Fig. 1: cells colored by class
Drawn at 1.5 px/µm. Fill, decap, tap and diode cells in gray.
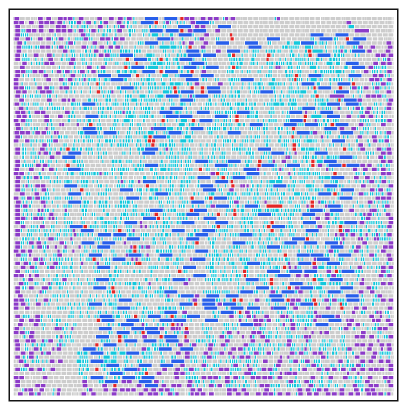
Fig. 2: routing congestion map
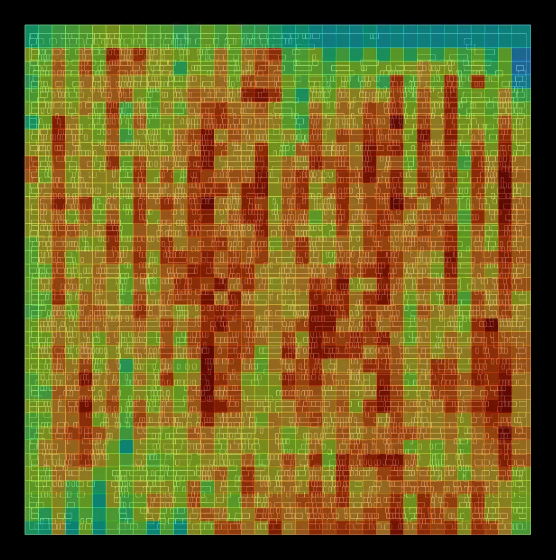
Fig. 3: gate-type map
Drawn at 1.5 px/µm.
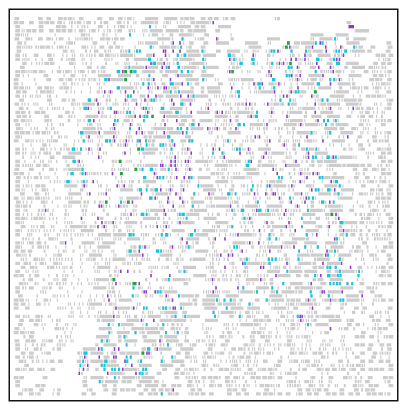
Fig. 4: cell sizes after repair
Drawn at 1.5 px/µm.
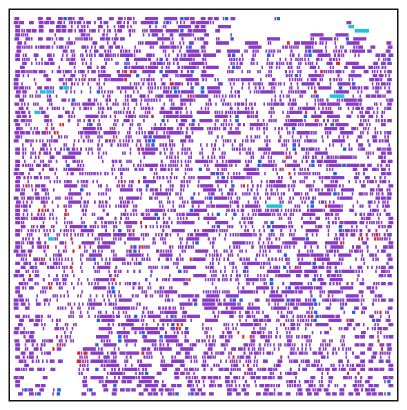
## src/rtl/axi_burst_scheduler.sv

```systemverilog
// Shares one burst-capable AXI master between NUM_REQ requesters: independent round-robin
// write and read channels split each whole transfer into bursts of at most MAX_BURST beats.

module axi_burst_channel #(
    parameter int NUM_REQ    = 4,
    parameter int ADDR_WIDTH = 32,
    parameter int ID_WIDTH   = 4,
    parameter int MAX_BURST  = 16
) (
    input  logic                            clk,
    input  logic                            reset,
    input  logic [NUM_REQ-1:0]              i_req,
    input  logic [NUM_REQ*ADDR_WIDTH-1:0]   i_addr,
    input  logic [NUM_REQ*32-1:0]           i_beats,
    input  logic                            i_burst_end,
    input  logic                            i_resp_err,
    output logic [NUM_REQ-1:0]              o_grant,
    output logic [NUM_REQ-1:0]              o_done,
    output logic [NUM_REQ-1:0]              o_err,
    output logic                            o_start,
    output logic [ID_WIDTH-1:0]             o_id,
    output logic [ADDR_WIDTH-1:0]           o_addr,
    output logic [7:0]                      o_len
);
    localparam int PW = (NUM_REQ > 1) ? $clog2(NUM_REQ) : 1;

    typedef enum logic [2:0] {S_IDLE, S_LOAD, S_START, S_WAIT, S_DONE} state_t;

    state_t                  r_state;
    logic [PW-1:0]           r_ptr;
    logic [PW-1:0]           r_gidx;
    logic [31:0]             r_rem;
    logic [ADDR_WIDTH-1:0]   r_addr;
    logic [8:0]              r_len;
    logic [NUM_REQ-1:0]      r_grant;
    logic [NUM_REQ-1:0]      r_done;
    logic [NUM_REQ-1:0]      r_err;
    logic                    r_start;
    logic [ID_WIDTH-1:0]     r_id;
    logic [ADDR_WIDTH-1:0]   r_out_addr;
    logic [7:0]              r_out_len;

    logic                    w_hi_found;
    logic                    w_lo_found;
    logic [PW-1:0]           w_hi_idx;
    logic [PW-1:0]           w_lo_idx;
    logic [PW-1:0]           w_pick;
    logic [PW-1:0]           w_ptr_next;
    logic [8:0]              w_len;
    logic [8:0]              w_len_m1;

    // Round robin: lowest requester at or above r_ptr wins, else lowest overall.
    // NOTE: every always_comb output gets a default first, so no path can infer a latch.
    always_comb begin
        w_hi_found = 1'b0;
        w_lo_found = 1'b0;
        w_hi_idx   = '0;
        w_lo_idx   = '0;
        for (int j = NUM_REQ - 1; j >= 0; j--) begin
            if (i_req[j]) begin
                w_lo_found = 1'b1;
                w_lo_idx   = PW'(j);
                if (j >= int'(r_ptr)) begin
                    w_hi_found = 1'b1;
                    w_hi_idx   = PW'(j);
                end
            end
        end
    end

    assign w_pick     = w_hi_found ? w_hi_idx : w_lo_idx;
    assign w_ptr_next = (r_gidx == PW'(NUM_REQ - 1)) ? '0 : r_gidx + PW'(1);
    assign w_len      = (r_rem > 32'(MAX_BURST)) ? 9'(MAX_BURST) : r_rem[8:0];
    assign w_len_m1   = w_len - 9'd1;

    always_ff @(posedge clk or posedge reset) begin
        if (reset) begin
            r_state    <= S_IDLE;
            r_ptr      <= '0;
            r_gidx     <= '0;
            r_rem      <= '0;
            r_addr     <= '0;
            r_len      <= '0;
            r_grant    <= '0;
            r_done     <= '0;
            r_err      <= '0;
            r_start    <= 1'b0;
            r_id       <= '0;
            r_out_addr <= '0;
            r_out_len  <= '0;
        end else begin
            // NOTE: sequential state uses non-blocking assignments; these defaults make
            // start/done single-cycle pulses unless a state overrides them below.
            r_start <= 1'b0;
            r_done  <= '0;
            case (r_state)
                S_IDLE: begin
                    if (w_lo_found) begin
                        r_gidx         <= w_pick;
                        r_rem          <= i_beats[w_pick*32 +: 32];
                        r_addr         <= i_addr[w_pick*ADDR_WIDTH +: ADDR_WIDTH];
                        r_grant        <= NUM_REQ'(1) << w_pick;
                        r_err[w_pick]  <= 1'b0;
                        r_state        <= S_LOAD;
                    end
                end
                S_LOAD: begin
                    if (r_rem == '0) begin
                        r_state <= S_DONE;
                    end else begin
                        r_len      <= w_len;
                        r_out_len  <= w_len_m1[7:0];
                        r_out_addr <= r_addr;
                        r_id       <= ID_WIDTH'(r_gidx);
                        r_start    <= 1'b1;
                        r_state    <= S_START;
                    end
                end
                S_START: r_state <= S_WAIT;
                S_WAIT: begin
                    if (i_resp_err) r_err[r_gidx] <= 1'b1;
                    if (i_burst_end) begin
                        r_rem   <= r_rem - 32'(r_len);
                        r_addr  <= r_addr + ADDR_WIDTH'(r_len);
                        r_state <= S_LOAD;
                    end
                end
                S_DONE: begin
                    r_done[r_gidx] <= 1'b1;
                    r_grant        <= '0;
                    r_ptr          <= w_ptr_next;
                    r_state        <= S_IDLE;
                end
                default: r_state <= S_IDLE;
            endcase
        end
    end

    assign o_grant = r_grant;
    assign o_done  = r_done;
    assign o_err   = r_err;
    assign o_start = r_start;
    assign o_id    = r_id;
    assign o_addr  = r_out_addr;
    assign o_len   = r_out_len;
endmodule

module axi_burst_scheduler #(
    parameter int          NUM_REQ    = 4,
    parameter int          ADDR_WIDTH = 32,
    parameter int          ID_WIDTH   = 4,
    parameter int          MAX_BURST  = 16,
    parameter logic [2:0]  BURST_SIZE = 3'd2
) (
    input  logic                            clk,
    input  logic                            reset,
    input  logic [NUM_REQ-1:0]              wr_req,
    input  logic [NUM_REQ*ADDR_WIDTH-1:0]   wr_addr,
    input  logic [NUM_REQ*32-1:0]           wr_beats,
    output logic [NUM_REQ-1:0]              wr_grant,
    output logic [NUM_REQ-1:0]              wr_done,
    output logic [NUM_REQ-1:0]              wr_err,
    input  logic [NUM_REQ-1:0]              rd_req,
    input  logic [NUM_REQ*ADDR_WIDTH-1:0]   rd_addr,
    input  logic [NUM_REQ*32-1:0]           rd_beats,
    output logic [NUM_REQ-1:0]              rd_grant,
    output logic [NUM_REQ-1:0]              rd_done,
    output logic [NUM_REQ-1:0]              rd_err,
    output logic                            start_write,
    output logic [ID_WIDTH-1:0]             write_id,
    output logic [ADDR_WIDTH-1:0]           write_addr,
    output logic [7:0]                      write_len,
    output logic [2:0]                      write_size,
    output logic [1:0]                      write_burst,
    input  logic                            bvalid,
    input  logic                            bready,
    input  logic [1:0]                      bresp,
    output logic                            start_read,
    output logic [ID_WIDTH-1:0]             read_id,
    output logic [ADDR_WIDTH-1:0]           read_addr,
    output logic [7:0]                      read_len,
    output logic [2:0]                      read_size,
    output logic [1:0]                      read_burst,
    input  logic                            rvalid,
    input  logic                            rready,
    input  logic                            rlast,
    input  logic [1:0]                      rresp
);
    logic w_b_hs;
    logic w_r_hs;

    assign w_b_hs = bvalid & bready;
    assign w_r_hs = rvalid & rready;

    axi_burst_channel #(
        .NUM_REQ(NUM_REQ), .ADDR_WIDTH(ADDR_WIDTH), .ID_WIDTH(ID_WIDTH), .MAX_BURST(MAX_BURST)
    ) u_wr (
        .clk(clk), .reset(reset),
        .i_req(wr_req), .i_addr(wr_addr), .i_beats(wr_beats),
        .i_burst_end(w_b_hs), .i_resp_err(w_b_hs && (bresp != 2'b00)),
        .o_grant(wr_grant), .o_done(wr_done), .o_err(wr_err),
        .o_start(start_write), .o_id(write_id), .o_addr(write_addr), .o_len(write_len)
    );

    // Read errors accumulate over every data beat; only the rlast beat ends a burst.
    axi_burst_channel #(
        .NUM_REQ(NUM_REQ), .ADDR_WIDTH(ADDR_WIDTH), .ID_WIDTH(ID_WIDTH), .MAX_BURST(MAX_BURST)
    ) u_rd (
        .clk(clk), .reset(reset),
        .i_req(rd_req), .i_addr(rd_addr), .i_beats(rd_beats),
        .i_burst_end(w_r_hs && rlast), .i_resp_err(w_r_hs && (rresp != 2'b00)),
        .o_grant(rd_grant), .o_done(rd_done), .o_err(rd_err),
        .o_start(start_read), .o_id(read_id), .o_addr(read_addr), .o_len(read_len)
    );

    assign write_size  = BURST_SIZE;
    assign read_size   = BURST_SIZE;
    assign write_burst = 2'b01;
    assign read_burst  = 2'b01;
endmodule
```

## config.mk

```make
export PLATFORM = sky130hd
export DESIGN_NAME = axi_burst_scheduler
export DESIGN_NICKNAME = d
export VERILOG_FILES = /design/src/rtl/axi_burst_scheduler.sv
export SDC_FILE = /design/constraint.sdc
export NUM_CORES = 1
export LEC_CHECK = 0
export ABC_AREA = 1
export CAP_MARGIN = 20
export CORE_AREA = 2 2 256 258
export CTS_BUF_LIST = sky130_fd_sc_hd__clkbuf_4
export DETAILED_ROUTE_END_ITERATION = 16
export DIE_AREA = 0 0 258 260
export GPL_TIMING_DRIVEN = 0
export HOLD_SLACK_MARGIN = 0.06
export PLACE_DENSITY = 0.59
export SYNTH_ARGS = -nofsm -noshare
export SYNTH_HDL_FRONTEND = slang
export SYNTH_SLANG_ARGS = --single-unit
```

## constraint.sdc

```tcl
create_clock -name clk -period 13.36 [get_ports clk]
set_input_delay 2.672 -clock clk [delete_from_list [all_inputs] [get_ports clk]]
set_output_delay 2.672 -clock clk [all_outputs]
set_load 0.05 [all_outputs]
```

==> run_results.csv <==
group,metric,value,unit
route,dr.first_iter.drc_count,1918,
sta,finalSetupTns,0,ps
synth,simple_gate_area_share,48.7,%
clock_network,cts_setup_buffers,0,
sta,setup_violations,0,
clock_network,cts_root_buf,"clkbuf_4",
global_route,gr-usage-met3,6.83,%
layout,fin_area,30900,µm²
critical_path,cpMaxStageDelayCell,"clkdlybuf4s50_1",
synth,yosysWarningCount,0,
layout,drive_gt1_share,5.14,%
critical_path,critPathArrivalTime,2240,ps
power_and_ir_drop,p_comb,0.00366,W
floorplanning,io_pins,655,
sta,max-slew-margin-rel,19.9,%
synth,syn_area,22400,µm²
synth,yosysTopAreaCellShare,32.3,%
run_status,status,"completed",
global_route,grt_pass1_vias,26800,
placed_design,place_ws,7900,ps
sta,worst-slew-pin-transition,1200,ps
layout,ff_count,270,
floorplanning,die_area,67100,µm²
sta,whs,473,ps
global_route,grt_pass1_wl,166000,µm
critical_path,critPathLaunchType,"flop",
power_and_ir_drop,leakage,16.0,nW
placed_design,dp_cells,5393,
layout,seqCellArea,6760,µm²
critical_path,max_stage_delay,990,ps
power_and_ir_drop,irDropWorstVdd,0.0761,mV
floorplanning,floorplan.core_util,34.9,%
clock_network,path_clk_slew,60,ps
placed_design,gp_congestion,0.971,
## Picture notes: Fig. 1
| color | class | cells | share of their area |
|---|---|---|---|
| purple | remaining buffers and delay cells | 830 | 25% |
| red | clock drivers and dummy loads | 129 | 3.1% |
| cyan | combinational and other logic | 3438 | 50% |
| blue | sequential cells | 270 | 23% |

## Picture notes: Fig. 2
Wirelength per Cell: 20.3 µm
Most Crowded Layer GR: met2
GRT Total Usage: 32.7%
final core utilization: 48.2%

## Picture notes: Fig. 3
| color | family | cells |
|---|---|---|
| cyan | aoi and oai cells | 320 |
| green | and/or cells | 19 |
| purple | inv cells | 341 |

## Picture notes: Fig. 4
| color | size | cells | share |
|---|---|---|---|
| purple | _0 and _1 cells | 4427 | 95% |
| blue | _3 and _4 cells | 133 | 2.8% |
| red | _2 cells | 98 | 2.1% |
| cyan | _6 and larger | 9 | 0.19% |

[worst reg2reg max path, stage by stage, from the launching register on]
cell	delay (ps)
dfrtp_1	400
nand2_1	90
nand2_1	70
nand2_1	60
nand2_1	50
nand2_1	210
nand2_2	190
buf_6	200
nor2_1	910
inv_1	160
o21ai_0	180
o21ai_0	100
[synthesized netlist by cell type (4+ instances only)]
master    count
nand2_1    1929
nand3_1     392
inv_1       331
dfrtp_1     270
nor2_1      253
o21ai_0     166
a21oi_1      88
clkbuf_1     81
buf_2        68
nand4_1      64
ha_1         46
a21boi_1     29
nor3_1       25
buf_4        21
a21boi_0     20
buf_1        13
inv_2         9
or2_2         9
xor2_1        9
and2_1        7
nand3b_1      6
buf_6         5
a31oi_1       4
fa_1          4
o21ai_1       4
[registers in the layout (all words and copies together) (netlist names), 3 cells and up]
| signal | cells |
|---|---|
| u_rd.o_done | 4 |
| u_wr.r_len | 9 |
| u_rd.r_state | 3 |
| u_rd.o_addr | 32 |
| u_wr.o_done | 4 |
| u_wr.o_err | 4 |
| u_rd.o_grant | 4 |
| u_wr.r_addr | 32 |
| u_wr.r_rem | 32 |
| u_wr.o_addr | 32 |
| u_rd.r_len | 9 |
| u_wr.o_len | 8 |
| u_rd.o_len | 8 |
| u_rd.r_rem | 32 |
| u_rd.o_err | 4 |
| u_rd.r_addr | 32 |
| u_wr.r_state | 3 |
| u_wr.o_grant | 4 |
[cells in the final DEF, fill, tap and decap left out, drive strengths merged, types with 4 or more instances in the layout]
cell type / instances
nor2: 256
clkbuf: 193
a21oi: 91
clkdlybuf4s50: 640
or2: 9
ha: 46
xor2: 9
nor3: 25
a31oi: 4
dfrtp: 270
nand2: 1932
and2: 7
inv: 342
nand3: 393
fa: 4
clkinv: 15
nand4: 64
buf: 109
o21ai: 170
conb: 14
a21boi: 49
nand3b: 6
Power figures rest on the tool's default switching activity, not on a simulated workload.
